`src/rtl/umi_regif_arbiter.sv`:
```
// umi_regif_arbiter
// Shares one register-interface target between N UMI device request ports.
// Requests are granted round-robin, one transaction at a time. Reads, acked
// writes and unsupported opcodes produce a response held in a single register
// set until the owning port accepts it. Posted writes complete in the accept
// cycle and never produce a response.
//
// Ports
//   clk, nreset          clock, asynchronous active-low reset
//   udev_req_*           N request ports, packed per port (port i at [i*W+:W])
//   udev_req_ready       one-hot grant, combinational, only while idle
//   udev_resp_*          shared registered response, owner flagged in udev_resp_valid
//   udev_resp_ready      per-port response accept (only the owner's bit is used)
//   reg_*                register target bus, driven from the granted request
//   reg_rddata           read data, expected combinationally in the reg_read cycle
//
// UMI command fields used: opcode [4:0], size [7:5], len [15:8], and the
// response error field [26:25]. UMI commands are 32 bits wide, so CW must be
// at least 27.
module umi_regif_arbiter #(
  parameter int N  = 2,
  parameter int AW = 64,
  parameter int CW = 32,
  parameter int DW = 256,
  parameter int RW = 64
) (
  input  logic            clk,
  input  logic            nreset,
  input  logic [N-1:0]    udev_req_valid,
  input  logic [N*CW-1:0] udev_req_cmd,
  input  logic [N*AW-1:0] udev_req_dstaddr,
  input  logic [N*AW-1:0] udev_req_srcaddr,
  input  logic [N*DW-1:0] udev_req_data,
  output logic [N-1:0]    udev_req_ready,
  output logic [N-1:0]    udev_resp_valid,
  output logic [CW-1:0]   udev_resp_cmd,
  output logic [AW-1:0]   udev_resp_dstaddr,
  output logic [AW-1:0]   udev_resp_srcaddr,
  output logic [DW-1:0]   udev_resp_data,
  input  logic [N-1:0]    udev_resp_ready,
  output logic [AW-1:0]   reg_addr,
  output logic            reg_write,
  output logic            reg_read,
  output logic [4:0]      reg_opcode,
  output logic [2:0]      reg_size,
  output logic [7:0]      reg_len,
  output logic [RW-1:0]   reg_wrdata,
  input  logic [RW-1:0]   reg_rddata
);

  localparam int PW = (N > 1) ? $clog2(N) : 1;

  localparam logic [4:0] REQ_READ     = 5'h01;
  localparam logic [4:0] REQ_WRITE    = 5'h03;
  localparam logic [4:0] REQ_WRPOSTED = 5'h05;
  localparam logic [4:0] RESP_READ    = 5'h02;
  localparam logic [4:0] RESP_WRITE   = 5'h04;

  typedef enum logic {IDLE, RESP} state_t;

  state_t        state_reg, state_next;
  logic [PW-1:0] ptr_reg;
  logic [PW-1:0] owner_reg;

  // Per-port views of the packed request buses
  logic [CW-1:0] cmd_arr   [N];
  logic [AW-1:0] dst_arr   [N];
  logic [AW-1:0] src_arr   [N];
  logic [RW-1:0] wdata_arr [N];
  logic [N-1:0]  unused_data_hi;

  for (genvar gi = 0; gi < N; gi++) begin : g_port
    assign cmd_arr[gi]   = udev_req_cmd[gi*CW +: CW];
    assign dst_arr[gi]   = udev_req_dstaddr[gi*AW +: AW];
    assign src_arr[gi]   = udev_req_srcaddr[gi*AW +: AW];
    assign wdata_arr[gi] = udev_req_data[gi*DW +: RW];
    // Only the low register word of the request data reaches the target.
    if (DW > RW) begin : g_hi
      assign unused_data_hi[gi] = ^udev_req_data[gi*DW+RW +: DW-RW];
    end else begin : g_nohi
      assign unused_data_hi[gi] = 1'b0;
    end
  end

  // Round-robin search: scan from the farthest candidate back to the pointer
  // so the last hit is the first valid port at or after the pointer.
  logic [PW-1:0] grant;
  logic          grant_any;
  logic [PW:0]   cand;

  always_comb begin
    grant     = '0;
    grant_any = 1'b0;
    cand      = '0;
    for (int k = N - 1; k >= 0; k--) begin
      cand = {1'b0, ptr_reg} + (PW+1)'(k);
      if (cand >= (PW+1)'(N)) cand = cand - (PW+1)'(N);
      if (udev_req_valid[cand[PW-1:0]]) begin
        grant     = cand[PW-1:0];
        grant_any = 1'b1;
      end
    end
  end

  // Gating with nreset keeps ready low while reset is held even though the
  // state register already reads IDLE.
  logic accept;
  assign accept = nreset && (state_reg == IDLE) && grant_any;

  logic [CW-1:0] sel_cmd;
  logic [4:0]    sel_op;
  logic          is_read, is_write, is_posted;

  assign sel_cmd   = cmd_arr[grant];
  assign sel_op    = sel_cmd[4:0];
  assign is_read   = (sel_op == REQ_READ);
  assign is_write  = (sel_op == REQ_WRITE);
  assign is_posted = (sel_op == REQ_WRPOSTED);

  always_comb begin
    udev_req_ready = '0;
    if (accept) udev_req_ready[grant] = 1'b1;
  end

  always_comb begin
    udev_resp_valid = '0;
    if (state_reg == RESP) udev_resp_valid[owner_reg] = 1'b1;
  end

  // Register target bus follows the granted port; strobes only on accept.
  assign reg_addr   = dst_arr[grant];
  assign reg_opcode = sel_op;
  assign reg_size   = sel_cmd[7:5];
  assign reg_len    = sel_cmd[15:8];
  assign reg_wrdata = wdata_arr[grant];
  assign reg_read   = accept && is_read;
  assign reg_write  = accept && (is_write || is_posted);

  // Next-state and response capture
  logic          capture;
  logic [CW-1:0] resp_cmd_next;
  logic [DW-1:0] resp_data_next;

  always_comb begin
    state_next = state_reg;
    capture    = 1'b0;
    case (state_reg)
      IDLE: begin
        if (accept && !is_posted) begin
          state_next = RESP;
          capture    = 1'b1;
        end
      end
      RESP: begin
        if (udev_resp_ready[owner_reg]) state_next = IDLE;
      end
      default: state_next = IDLE;
    endcase
  end

  always_comb begin
    resp_cmd_next      = sel_cmd;
    resp_cmd_next[4:0] = is_read ? RESP_READ : RESP_WRITE;
    // Anything that is not a plain read or acked write is answered with an error.
    if (!(is_read || is_write)) resp_cmd_next[26:25] = 2'b10;
    resp_data_next = is_read ? {(DW/RW){reg_rddata}} : '0;
  end

  always_ff @(posedge clk or negedge nreset) begin
    if (!nreset) begin
      state_reg <= IDLE;
      ptr_reg   <= '0;
      owner_reg <= '0;
    end else begin
      state_reg <= state_next;
      if (accept) begin
        ptr_reg <= (grant == PW'(N - 1)) ? '0 : grant + PW'(1);
      end
      if (capture) owner_reg <= grant;
    end
  end

  always_ff @(posedge clk or negedge nreset) begin
    if (!nreset) begin
      udev_resp_cmd     <= '0;
      udev_resp_dstaddr <= '0;
      udev_resp_srcaddr <= '0;
      udev_resp_data    <= '0;
    end else if (capture) begin
      udev_resp_cmd     <= resp_cmd_next;
      udev_resp_dstaddr <= src_arr[grant];
      udev_resp_srcaddr <= dst_arr[grant];
      udev_resp_data    <= resp_data_next;
    end
  end

endmodule
```
`config.mk`:
```
export PLATFORM = sky130hd
export DESIGN_NAME = umi_regif_arbiter
export DESIGN_NICKNAME = d
export VERILOG_FILES = /design/src/rtl/umi_regif_arbiter.sv
export SDC_FILE = /design/constraint.sdc
export NUM_CORES = 1
export LEC_CHECK = 0
export CAP_MARGIN = 10
export CORE_AREA = 4 4 564 566
export CTS_BUF_LIST = sky130_fd_sc_hd__clkbuf_16
export CTS_CLUSTER_SIZE = 16
export DETAILED_ROUTE_END_ITERATION = 7
export DIE_AREA = 0 0 568 570
export PLACE_DENSITY = 0.3
export SETUP_SLACK_MARGIN = 0.2
export SLEW_MARGIN = 15
export SYNTH_ARGS = -nofsm -noshare
export SYNTH_HDL_FRONTEND = slang
export SYNTH_SLANG_ARGS = --single-unit
```
`constraint.sdc`:
```
create_clock -name clk -period 7.3 [get_ports clk]
set_clock_uncertainty 0.15 [all_clocks]
set_input_delay 2.19 -clock clk [delete_from_list [all_inputs] [get_ports clk]]
set_output_delay 2.19 -clock clk [all_outputs]
set_load 0.01 [all_outputs]
```
### Signal wires by layer

(1 px per um) Two of the layers only.
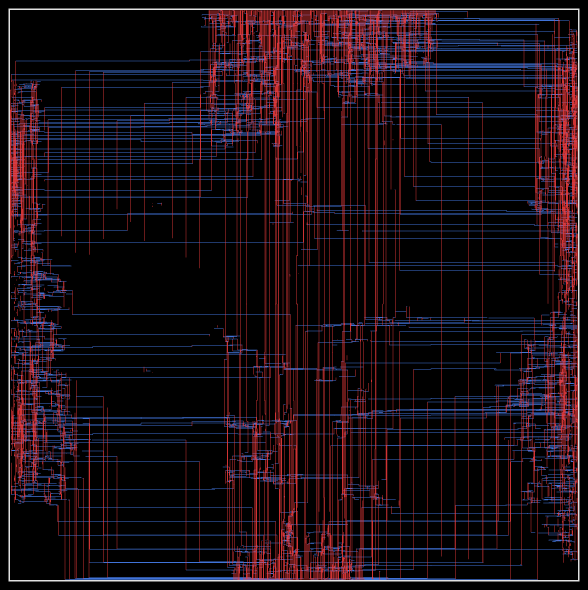
Key: metal 1 = blue [wire length 53.0 mm]; metal 2 = red [wire length 71.6 mm]

### Sequential cells grouped by signal name

(1 px per um)
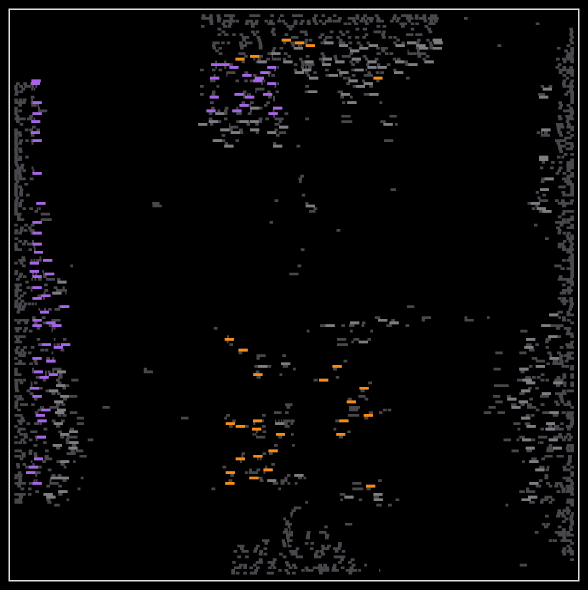
Key: udev_resp_dstaddr = purple [flops 64]; udev_resp_cmd = orange [flops 29]
Another 131 sequential cells are not coloured.
flop share of the area: 0.196
Seq power: 0.00191 W
Core Util, Final: 0.0910
Flop area: 5610 sq um

### Placed cells, one colour a class

(1 px per um)
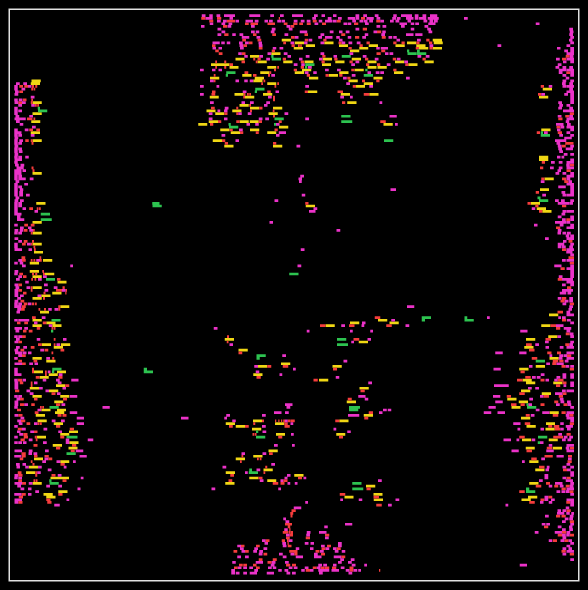
Key: other buffers and delay cells = magenta [cells 1112]; clock drivers and dummy loads = green [cells 68]; combinational and other logic = red [cells 562]; flops = yellow [cells 224]
core area: 314000 sq um
Final Cell Area: 28500 sq um
FP Rows: 206

==> flow_summary.ini <==
; implementation run metrics
[die]
initial_core_util = 0.0399
die-area_sq_um = 324000
fp.dieW_um = 568

[worst_setup_path]
end_kind = primary output
path_class = in2out
critPathMaxStageDelay_ns = 0.62
r2r_end = udev_resp_srcaddr[3]
path_buffers = 4

[cts]
clkTransAtPathRegs_ns = 0.05
hold_buffers = 0
clockRootBuffer = clkbuf_16
clkLatencyLatePin_ns = 0.61

[power_and_ir_drop]
power.density_nw_per_um2 = 252

[sta]
hold_ws_ns = 0.336
slew_headroom = 0.323
rsz0062_at_grt = false
worst_slew_pin_slew_ns = 1.02
finalCriticalPeriod_ns = 6.91
fin_setup_tns_ns = 0

[synth]
seq_area_frac_synth = 0.447
edf_count = 0
ys.flops = 224
ys_warn_count = 0
syn_area_sq_um = 12500

[run_status]
outcome = finished clean

[drt]
drt_iter0_markers = 474
totalWireLength_mm = 146
drt-pass1-iter-count = 4
viasPerCell = 2.03
vias = 12500

[final_layout]
top_regs = udev_resp_data (64), udev_resp_dstaddr (64), udev_resp_srcaddr (64)
final_cell_mix = clkdlybuf4s50_1 (1020), dfrtp_1 (224), mux2_2 (180)
drive_above_1_share = 0.190

[min_path]
holdPathEnd = udev_resp_cmd[1]

[grt]
grt_max_degree = 99

[place]
io_buffers = 1080

[flow_run]
warning_count = 410
### Placed standard cells

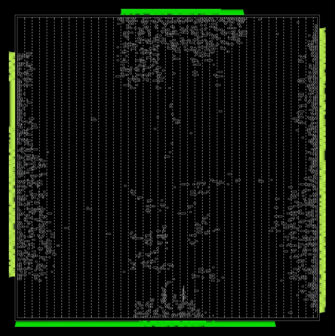
TAP cells: 4160
fin cells: 6169

### Met3 routing

(1 px per um)
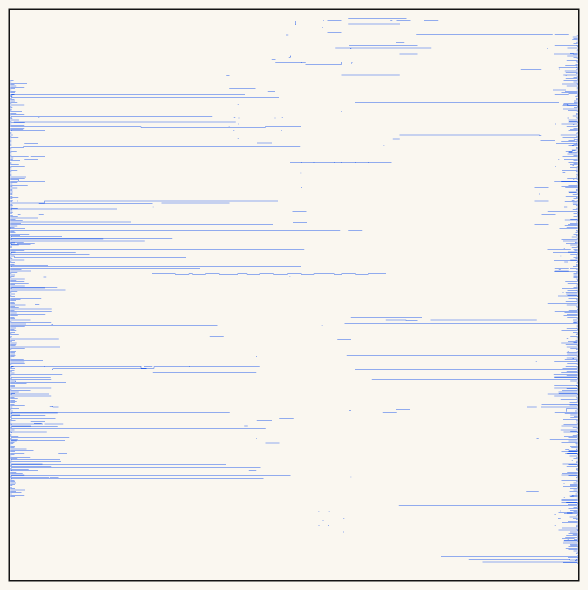
The layer carries 15900 um of wire. The longest straight run is 330 um. The wires run mostly horizontal. The layer holds 11% of the routed length. 754 nets have wire on it.

-- worst max-delay path by stage --
stage / cells after the start / slack, ns / endpoint / startpoint
2_1_floorplan: 7 / 1.25 / reg_write / udev_req_valid[1]
3_3_place_gp: 6 / 0.30 / reg_wrdata[20] / udev_req_valid[1]
3_5_place_dp: 6 / 0.32 / reg_wrdata[20] / udev_req_valid[1]
4_1_cts: 6 / 0.28 / reg_wrdata[20] / udev_req_valid[1]
5_1_grt: 6 / 0.29 / reg_wrdata[20] / udev_req_valid[1]
6_report: 6 / 0.39 / reg_addr[62] / udev_req_valid[1]
-- kinds of logic (layout without fill, tap and decap cells) --
group / count (synthesis) / count (layout) / share of synthesized area
AND/OR/NAND/NOR: 20 / 20 / 0.00869
multiplexers: 298 / 298 / 0.272
flip-flops: 224 / 224 / 0.447
other: 1 / 46 / 0.000299
AND-OR/OR-AND: 237 / 237 / 0.117
buffers and inverters: 284 / 1183 / 0.155
XOR/XNOR: 1 / 1 / 0.000699
-- metal layers --
metal | GRT usage | vias to the layer above | part of all wire
met1 | 0.0901 | 6068 | 0.36
met3 | 0.0384 | 137 | 0.11
li1 | - | 5403 | -
met4 | 0.0332 | 0 | 0.040
met5 | 0 | - | 0
met2 | 0.151 | 894 | 0.49
-- metrics by stage --
step	area (sq um)	total power [W]	setup slack, ns	cells	utilization
after floorplan	12500	0.00292	1.25	1067	-
after global placement	27200	0.00554	0.297	6058	0.0866
after detailed placement	27200	0.00551	0.323	6058	0.0866
after CTS	28400	0.00760	0.283	6126	0.0906
after global routing	28500	0.00777	0.293	6150	0.0908
final	28500	0.00718	0.387	6169	0.0910
-- where the power goes --
part	internal [W]	switching, W	total, W
logic	0.00162	0.00172	0.00334
clock network	0.00114	0.000794	0.00194
registers	0.00163	0.000280	0.00191
-- cell type report --
type / count / area, sq um
Antenna cell: 43 / 108
Clock buffer: 37 / 926
Clock inverter: 31 / 332
Fill cell: 36100 / 285000
Inverter: 3 / 11.3
Multi-Input combinational cell: 559 / 5020
Sequential cell: 224 / 5610
Tap cell: 4160 / 5200
Timing Repair Buffer: 1112 / 11300
-- synthesized netlist by cell type (3+ instances only) --
| cell | instances | area (sq um) |
|---|---|---|
| buf_1 | 8 | 30.0 |
| mux2_2 | 180 | 2030 |
| mux2_4 | 39 | 586 |
| clkbuf_1 | 41 | 154 |
| buf_2 | 9 | 45.0 |
| inv_1 | 3 | 11.3 |
| nor2_1 | 7 | 26.3 |
| clkbuf_2 | 6 | 30.0 |
| a22o_1 | 65 | 569 |
| mux2i_1 | 79 | 791 |
| dfrtp_1 | 224 | 5610 |
| buf_4 | 207 | 1550 |
| o21ai_0 | 160 | 801 |
| a21oi_1 | 3 | 15.0 |
| buf_6 | 10 | 113 |
Power and IR drop assume default switching activity.
